===== src/rtl/cache_mem_arbiter_if.sv =====
// Cache-side and memory-side signal bundle for the I/D cache memory arbiter.
interface cache_mem_arbiter_if #(
  parameter int unsigned ADDR_WIDTH = 16,
  parameter int unsigned DATA_WIDTH = 16
);
  // I-cache side
  logic                  i_miss;
  logic [ADDR_WIDTH-1:0] i_addr;
  logic [DATA_WIDTH-1:0] i_data;
  logic [ADDR_WIDTH-1:0] i_addr_out;
  logic                  i_valid;
  // D-cache side
  logic                  d_miss;
  logic                  d_wr;
  logic [ADDR_WIDTH-1:0] d_addr;
  logic [DATA_WIDTH-1:0] d_wdata;
  logic [DATA_WIDTH-1:0] d_data;
  logic [ADDR_WIDTH-1:0] d_addr_out;
  logic                  d_valid;
  logic                  d_wgrant;
  // memory port
  logic                  mem_en;
  logic                  mem_wr;
  logic [ADDR_WIDTH-1:0] mem_addr;
  logic [DATA_WIDTH-1:0] mem_wdata;
  logic [DATA_WIDTH-1:0] mem_rdata;
  logic                  mem_valid;

  // arbiter view
  modport master (
    input  i_miss, i_addr, d_miss, d_wr, d_addr, d_wdata, mem_rdata, mem_valid,
    output i_data, i_addr_out, i_valid, d_data, d_addr_out, d_valid, d_wgrant,
           mem_en, mem_wr, mem_addr, mem_wdata
  );

  // caches + memory view
  modport slave (
    output i_miss, i_addr, d_miss, d_wr, d_addr, d_wdata, mem_rdata, mem_valid,
    input  i_data, i_addr_out, i_valid, d_data, d_addr_out, d_valid, d_wgrant,
           mem_en, mem_wr, mem_addr, mem_wdata
  );
endinterface


===== src/rtl/cache_mem_arbiter.sv =====
// Shares one pipelined, in-order memory port between the I-cache and D-cache:
// serialises 8-word block fills (both sides) and 8-word block writes (D side).
module cache_mem_arbiter #(
  parameter int unsigned ADDR_WIDTH  = 16,
  parameter int unsigned DATA_WIDTH  = 16,
  parameter int unsigned WORDS       = 8,
  parameter int unsigned MEM_LATENCY = 4
) (
  input  logic                 clk,
  input  logic                 rst,
  cache_mem_arbiter_if.master  bus
);

  localparam int unsigned AW          = ADDR_WIDTH;
  localparam int unsigned CNT_W       = $clog2(WORDS) + 1;
  localparam int unsigned BLOCK_BYTES = WORDS * 2;

  // Memory latency only shapes the return timing; the arbiter just counts returns.
  if (MEM_LATENCY < 1 || WORDS < 2) begin : g_bad_params
    $error("cache_mem_arbiter: MEM_LATENCY must be >= 1 and WORDS >= 2");
  end

  typedef enum logic [1:0] {IDLE, FILL_I, FILL_D, WRITE_D} state_e;

  state_e           state_q, state_d;
  logic [CNT_W-1:0] iss_q, iss_d;
  logic [CNT_W-1:0] rcv_q, rcv_d;
  logic [CNT_W-1:0] wcnt_q, wcnt_d;
  logic [AW-1:0]    base_q, base_d;
  logic [AW-1:0]    raddr_q, raddr_d;

  function automatic logic [AW-1:0] align(input logic [AW-1:0] a);
    return a & ~AW'(BLOCK_BYTES - 1);
  endfunction

  // State and counter registers
  always_ff @(posedge clk or negedge rst) begin
    if (!rst) begin
      state_q <= IDLE;
      iss_q   <= '0;
      rcv_q   <= '0;
      wcnt_q  <= '0;
      base_q  <= '0;
      raddr_q <= '0;
    end else begin
      state_q <= state_d;
      iss_q   <= iss_d;
      rcv_q   <= rcv_d;
      wcnt_q  <= wcnt_d;
      base_q  <= base_d;
      raddr_q <= raddr_d;
    end
  end

  // Arbitration, read issue/return routing and write pass-through
  always_comb begin
    state_d        = state_q;
    iss_d          = iss_q;
    rcv_d          = rcv_q;
    wcnt_d         = wcnt_q;
    base_d         = base_q;
    raddr_d        = raddr_q;
    bus.mem_en     = 1'b0;
    bus.mem_wr     = 1'b0;
    bus.mem_addr   = '0;
    bus.mem_wdata  = '0;
    bus.d_wgrant   = 1'b0;
    bus.i_valid    = 1'b0;
    bus.i_data     = '0;
    bus.i_addr_out = '0;
    bus.d_valid    = 1'b0;
    bus.d_data     = '0;
    bus.d_addr_out = '0;

    case (state_q)
      IDLE: begin
        iss_d  = '0;
        rcv_d  = '0;
        wcnt_d = '0;
        if (bus.d_miss) begin
          state_d = FILL_D;
          base_d  = align(bus.d_addr);
          raddr_d = align(bus.d_addr);
        end else if (bus.d_wr) begin
          state_d = WRITE_D;
        end else if (bus.i_miss) begin
          state_d = FILL_I;
          base_d  = align(bus.i_addr);
          raddr_d = align(bus.i_addr);
        end
      end

      FILL_I, FILL_D: begin
        if (iss_q < CNT_W'(WORDS)) begin
          bus.mem_en   = 1'b1;
          bus.mem_addr = base_q + AW'({iss_q, 1'b0});
          iss_d        = iss_q + CNT_W'(1);
        end
        if (bus.mem_valid) begin
          if (state_q == FILL_I) begin
            bus.i_valid    = 1'b1;
            bus.i_data     = bus.mem_rdata;
            bus.i_addr_out = raddr_q;
          end else begin
            bus.d_valid    = 1'b1;
            bus.d_data     = bus.mem_rdata;
            bus.d_addr_out = raddr_q;
          end
          raddr_d = raddr_q + AW'(2);
          rcv_d   = rcv_q + CNT_W'(1);
          if (rcv_q == CNT_W'(WORDS - 1)) state_d = IDLE;
        end
      end

      WRITE_D: begin
        bus.mem_en    = 1'b1;
        bus.mem_wr    = 1'b1;
        bus.mem_addr  = bus.d_addr;
        bus.mem_wdata = bus.d_wdata;
        bus.d_wgrant  = 1'b1;
        wcnt_d        = wcnt_q + CNT_W'(1);
        if (wcnt_q == CNT_W'(WORDS - 1)) state_d = IDLE;
      end

      default: state_d = IDLE;
    endcase
  end

endmodule


===== src/flat_wrapper.sv =====
// flat-port wrapper written by rule: the top's interface ports become plain ports
module cache_mem_arbiter_flat 
#(
  parameter int unsigned ADDR_WIDTH  = 16,
  parameter int unsigned DATA_WIDTH  = 16,
  parameter int unsigned WORDS       = 8,
  parameter int unsigned MEM_LATENCY = 4
)
  (clk, rst, bus_i_miss, bus_i_addr, bus_d_miss, bus_d_wr, bus_d_addr, bus_d_wdata, bus_mem_rdata, bus_mem_valid, bus_i_data, bus_i_addr_out, bus_i_valid, bus_d_data, bus_d_addr_out, bus_d_valid, bus_d_wgrant, bus_mem_en, bus_mem_wr, bus_mem_addr, bus_mem_wdata);
  cache_mem_arbiter_if #(.ADDR_WIDTH(ADDR_WIDTH), .DATA_WIDTH(DATA_WIDTH)) bus_i ();
  input  logic clk;
  input  logic rst;
  input wire logic [$bits(bus_i.i_miss)-1:0] bus_i_miss;
  input wire logic [$bits(bus_i.i_addr)-1:0] bus_i_addr;
  input wire logic [$bits(bus_i.d_miss)-1:0] bus_d_miss;
  input wire logic [$bits(bus_i.d_wr)-1:0] bus_d_wr;
  input wire logic [$bits(bus_i.d_addr)-1:0] bus_d_addr;
  input wire logic [$bits(bus_i.d_wdata)-1:0] bus_d_wdata;
  input wire logic [$bits(bus_i.mem_rdata)-1:0] bus_mem_rdata;
  input wire logic [$bits(bus_i.mem_valid)-1:0] bus_mem_valid;
  output wire logic [$bits(bus_i.i_data)-1:0] bus_i_data;
  output wire logic [$bits(bus_i.i_addr_out)-1:0] bus_i_addr_out;
  output wire logic [$bits(bus_i.i_valid)-1:0] bus_i_valid;
  output wire logic [$bits(bus_i.d_data)-1:0] bus_d_data;
  output wire logic [$bits(bus_i.d_addr_out)-1:0] bus_d_addr_out;
  output wire logic [$bits(bus_i.d_valid)-1:0] bus_d_valid;
  output wire logic [$bits(bus_i.d_wgrant)-1:0] bus_d_wgrant;
  output wire logic [$bits(bus_i.mem_en)-1:0] bus_mem_en;
  output wire logic [$bits(bus_i.mem_wr)-1:0] bus_mem_wr;
  output wire logic [$bits(bus_i.mem_addr)-1:0] bus_mem_addr;
  output wire logic [$bits(bus_i.mem_wdata)-1:0] bus_mem_wdata;
  assign bus_i.i_miss = bus_i_miss;
  assign bus_i.i_addr = bus_i_addr;
  assign bus_i.d_miss = bus_d_miss;
  assign bus_i.d_wr = bus_d_wr;
  assign bus_i.d_addr = bus_d_addr;
  assign bus_i.d_wdata = bus_d_wdata;
  assign bus_i.mem_rdata = bus_mem_rdata;
  assign bus_i.mem_valid = bus_mem_valid;
  assign bus_i_data = bus_i.i_data;
  assign bus_i_addr_out = bus_i.i_addr_out;
  assign bus_i_valid = bus_i.i_valid;
  assign bus_d_data = bus_i.d_data;
  assign bus_d_addr_out = bus_i.d_addr_out;
  assign bus_d_valid = bus_i.d_valid;
  assign bus_d_wgrant = bus_i.d_wgrant;
  assign bus_mem_en = bus_i.mem_en;
  assign bus_mem_wr = bus_i.mem_wr;
  assign bus_mem_addr = bus_i.mem_addr;
  assign bus_mem_wdata = bus_i.mem_wdata;
  cache_mem_arbiter #(.ADDR_WIDTH(ADDR_WIDTH), .DATA_WIDTH(DATA_WIDTH), .WORDS(WORDS), .MEM_LATENCY(MEM_LATENCY)) u_core (.clk(clk), .rst(rst), .bus(bus_i));
endmodule

===== config.mk =====
export PLATFORM = sky130hd
export DESIGN_NAME = cache_mem_arbiter_flat
export DESIGN_NICKNAME = d
export VERILOG_FILES = /design/src/rtl/cache_mem_arbiter_if.sv /design/src/rtl/cache_mem_arbiter.sv /design/src/flat_wrapper.sv
export SDC_FILE = /design/constraint.sdc
export NUM_CORES = 1
export LEC_CHECK = 0
export CAP_MARGIN = 30
export CORE_MARGIN = 8
export CORE_UTILIZATION = 36
export CTS_BUF_LIST = sky130_fd_sc_hd__clkbuf_8 sky130_fd_sc_hd__clkbuf_16
export DETAILED_ROUTE_END_ITERATION = 6
export MAX_ROUTING_LAYER = met4
export PLACE_DENSITY = 0.78
export SETUP_SLACK_MARGIN = 0.1
export SLEW_MARGIN = 25
export SYNTH_ARGS = -nofsm -noshare
export SYNTH_HDL_FRONTEND = slang
export SYNTH_SLANG_ARGS = --single-unit

===== constraint.sdc =====
create_clock -name clk -period 1.9 [get_ports clk]
set_input_delay 0.19 -clock clk [delete_from_list [all_inputs] [get_ports clk]]
set_output_delay 0.19 -clock clk [all_outputs]
set_load 0.1 [all_outputs]

Run 1, local utilization:
The die is cut into 11 by 11 equal tiles; white is low, dark blue is high, 0 to 100% covered.
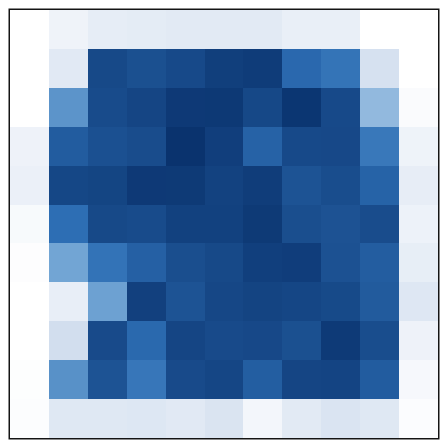
densest ninth of the die: middle
mean over tiles: 58%
tiles over 75% full: 55%
nearly empty tiles: 9.9%

Run 1, met2 routing:
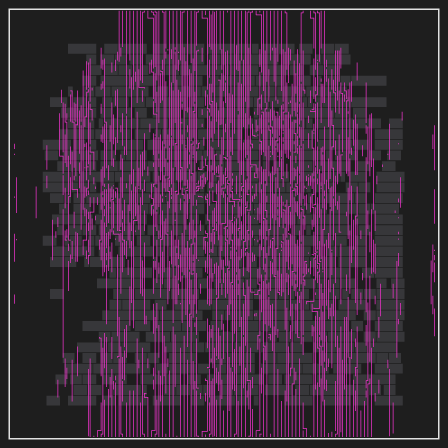
share of all routed wire: 55%
longest straight run: 40.6 µm
nets with wire on the layer: 594
main direction: vertical

==> commit_impl_results.txt, run 1 <==
Log flow metrics for this revision

* Result of the run: finished with violations
- Failing checks: setup timing
* Maximum number of pins on one net before global-route repair: 33
- Final critical delay including setup and external delays: around 2.2 ns
* CTS Hold Bufs: 1
- In this run the full chip footprint comes out at 11900 µm².
* Clk_lat worst skew: about 0.31 ns
- The netlist uses 53 different library cells.
- Setup ws final: -0.280 ns
- The leakage component of the power was reported as roughly 2.9 nW.
- The number of clock sinks came to 41.
* Cells in synth_stat.txt: 378
- On the reported timing paths, the clock transition at the registers reads 0.09 ns.
- The H-tree generated during clock tree synthesis spans 2 levels.
* Share of the core filled by cells before placement: a little over a third
- For this run, asynchronously set or reset flops after synthesis account for 100%.
- Setup violations remaining at the end of the flow were counted as between 90 and 100.
* Most frequent cell after synthesis: and2_1
- Counting buffers and inverters, the worst setup path is 8 cells deep.
- Global-route wire length before repair: 21.9 mm
* Highest Clock Rate: roughly 460 MHz
* Final-report max-slew violation count: 0
* Fin area: 7030 µm²
- Worst reg2reg path startpoint: u_core.state_q[0]
* Grt total ovfl: 0
* Setup repair after global routing missed its margin: true
- For met2 alone, demand over resource in global routing was 45.5%.
- Yosys xor share: 1.68%
- In the log, the iteration count for the first detailed-route pass is 5.
* Max-capacitance violation count: 0
Run 1, sequential cells coloured by netlist name:
Other sequential cells in the stronger grey, the rest of the logic in the fainter grey.
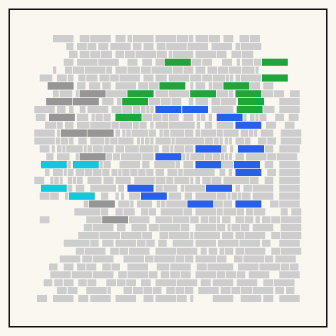
[u_core.rcv_q] cyan | flops: 4 | where: left middle
[u_core.base_q] green | flops: 12
[u_core.raddr_q] blue | flops: 15
not coloured: 10

Run 1, cell placement:
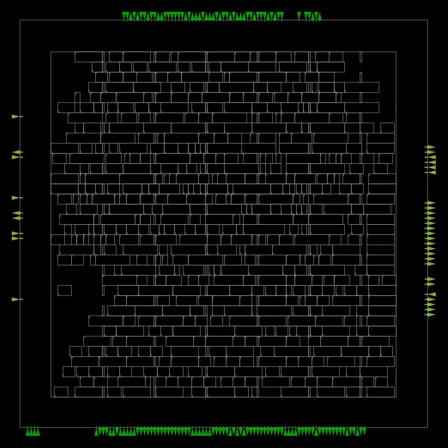
Seq/total area: 14.6%
Row Count: 34
count of inserted tapcells: 108
post-route insts no fill: 679

-- run 1: power by group --
group	internal (W)	switching, W	total (W)
logic	0.00444	0.00662	0.0111
clock network	0.000394	0.000346	0.000739
registers	0.00125	0.000595	0.00185
total	0.00608	0.00756	0.0136
-- run 1: area by class of cell --
| cell class | count | area, µm² |
|---|---|---|
| clock buffer | 5 | 68.8 |
| clock inverter | 3 | 46.3 |
| fill | 437 | 1520 |
| inverter | 6 | 27.5 |
| multi-input combinational | 301 | 2460 |
| sequential | 41 | 1030 |
| tap | 108 | 135 |
| timing repair buffer | 215 | 3260 |
-- run 1: kinds of logic (layout without fill, tap and decap cells) --
family / count (synthesis) / after routing
and+or+nand+nor: 186 / 186
AOI/OAI and AO/OA: 77 / 77
DFF: 41 / 41
buffers and inverters: 37 / 229
muxes: 23 / 23
adders and majority gates: 7 / 7
xor gates and xnor gates: 6 / 6
other: 1 / 2
-- run 1: state kept, by name, indices dropped and copies added (netlist names) --
| signal | flops |
|---|---|
| u_core.iss_q | 4 |
| u_core.raddr_q | 15 |
| u_core.state_q | 2 |
| u_core.wcnt_q | 4 |
| u_core.rcv_q | 4 |
| u_core.base_q | 12 |
-- run 1: placed cells by master (no fill, tap or decap), types with 4 or more instances in the layout --
cell type          n
a22oi_1            4
a22oi_2           11
and2_4            77
buf_12           108
buf_4             27
buf_6              8
clkbuf_16          5
clkbuf_8           5
clkdlybuf4s50_1   64
dfrtp_1           41
ha_1               4
mux2i_1           21
nand2_1           40
nand3_1            7
nand4_1            4
nor2_1            15
nor2_4            18
nor3_1             4
o211ai_1           7
o21ai_0           21
o22ai_1            4
xor2_1             4
-- run 1: metal layers --
metal | wire length, µm | up-vias
met5 | 0 | -
met4 | 726 | 0
met3 | 1100 | 73
met2 | 8840 | 263
met1 | 5400 | 1913
li1 | - | 1694
==> run 1 -> run 2 <==
--- a/config.mk
+++ b/config.mk
@@ -6,9 +6,11 @@
 export NUM_CORES = 1
 export LEC_CHECK = 0
 export CAP_MARGIN = 30
+export CORE_ASPECT_RATIO = 0.8
 export CORE_MARGIN = 8
 export CORE_UTILIZATION = 36
 export CTS_BUF_LIST = sky130_fd_sc_hd__clkbuf_8 sky130_fd_sc_hd__clkbuf_16
+export CTS_CLUSTER_DIAMETER = 60
 export DETAILED_ROUTE_END_ITERATION = 6
 export MAX_ROUTING_LAYER = met4
 export PLACE_DENSITY = 0.78
Run 2, local utilization:
The die is cut into 12 by 10 equal tiles; white is low, dark blue is high, 0 to 100% covered.
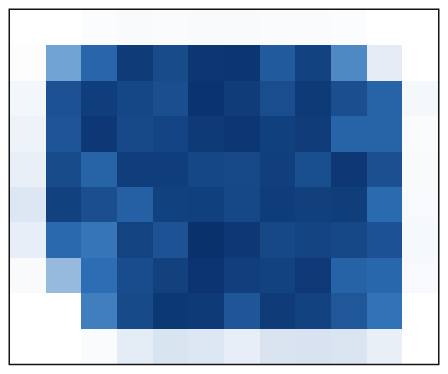
mean over tiles: 59%
emptiest ninth of the die: bottom left
densest ninth of the die: middle
nearly empty tiles: 11%
fullest tile: 100%

Run 2, met2 routing:
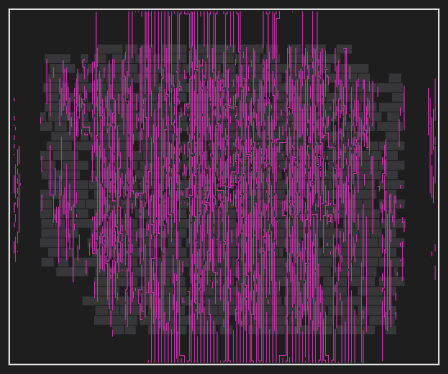
main direction: vertical
nets with wire on the layer: 616
longest straight run: 48.3 µm
share of all routed wire: 49%

==> commit_impl_results.txt, run 2 <==
Log flow metrics for this revision

* Final critical delay including setup and external delays: between 2 and 2.5 ns
- The first global-routing pass estimated 23.9 mm of wire.
- Row Count: 30
- Post-route insts no fill: 692
- The most common logic cells in the final layout are buf_12 (109), and2_4 (77), clkdlybuf4s50_1 (64), dfrtp_1 (41), nand2_1 (40).
* Reg with most FFs: u_core.raddr_q
- Most frequent cell after synthesis: and2_1
- The register with the most flip-flops in the layout has 15 of them.
- Unique cell type count in the Yosys netlist: 53
* Setup ws final: -0.334 ns
- Max-cap violations in this run came to 0.
* # clock sinks: between 40 and 50
* Share of the core filled by cells before placement: 37.0%
- The first detailed-routing pass ran for 5 iterations.
- Final-report max-slew violation count: 0
- Worst-path clk slew: about 0.09 ns
* Result of the run: finished with violations
* Registers with the highest flip-flop counts: u_core.raddr_q (15), u_core.base_q (12)
* Total of fill cells in the finished design: 384
* Failing checks: setup timing
- In the final layout, the multi-input gates occupy about 2500 µm².
- In the Yosys report the total cell count is ~380.
* H-tree depth reported by CTS: 2
* Post-synth ARST share: 100%
* Highest Clock Rate: roughly 450 MHz
* Routed met2 length: roughly 9 mm
- Among logic cells in the layout, the one with the most instances is buf_12.
- Setup-violating endpoint count in the final report: 90
- Per the GRT congestion report, total overflow comes to 0.
- Reported leakage power: 2.98 nW
- The sequential cells in the finished layout cover a total of 1030 µm².
Run 2, sequential cells coloured by netlist name:
Other sequential cells in the stronger grey, the rest of the logic in the fainter grey.
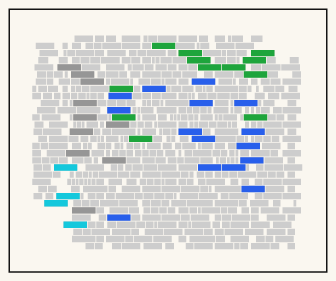
[u_core.rcv_q] cyan | flops: 4 | where: bottom left
[u_core.base_q] green | flops: 12
[u_core.raddr_q] blue | flops: 15

run 2: cell counts after synthesis:
No cell type changed its count.
run 2: cell type report:
cell class / count / area share (%)
Inverter: 6 / 0.417
Clock buffer: 7 / 1.34
Sequential cell: 41 / 14.3
Timing Repair Buffer: 223 / 47.0
Clock inverter: 1 / 0.0696
Tap cell: 112 / 1.95
Multi-Input combinational cell: 302 / 34.9
run 2: logic make-up (layout without fill, tap and decap cells):
family	count (synthesis)	count (layout)	synth area share, %
AND/OR/NAND/NOR	186	186	32.3
AND-OR/OR-AND	77	78	17.5
flip-flops	41	41	32.8
buffers and inverters	37	237	5.40
multiplexers	23	23	7.41
adder cells (fa/ha/maj)	7	7	2.80
XOR/XNOR	6	6	1.68
other	1	2	0.120
run 2: critical path: stages (launching register included):
cell and delay (ns):
dfrtp_1 0.40, inv_2 0.07, ha_4 0.30, buf_12 0.11
inv_8 0.03, nor2_4 0.21, clkbuf_16 0.21, a22oi_2 0.09
nor2_4 0.12, buf_12 0.18
run 2: power breakdown:
group,switching (W),total (W),internal [W]
clock,0.000334,0.000663,0.000329
sequential,0.000564,0.00182,0.00125
combinational,0.00699,0.0115,0.00450
run 2: per-layer routing:
layer	global-route usage, %	vias to the layer above
met2	45.8	336
li1	-	1720
met1	28.6	2014
met5	-	-
met4	8.24	0
met3	5.15	117
run 2: what timing repair did:
item                       CTS  global route
hold endpoints to repair    22             0
gates resized               40            25
pin swaps                    7            17
setup endpoints to repair  111           114
setup buffers               14            10
hold buffers                 1             0
gates cloned                 5             5
Power is estimated from default activity; no workload was simulated.
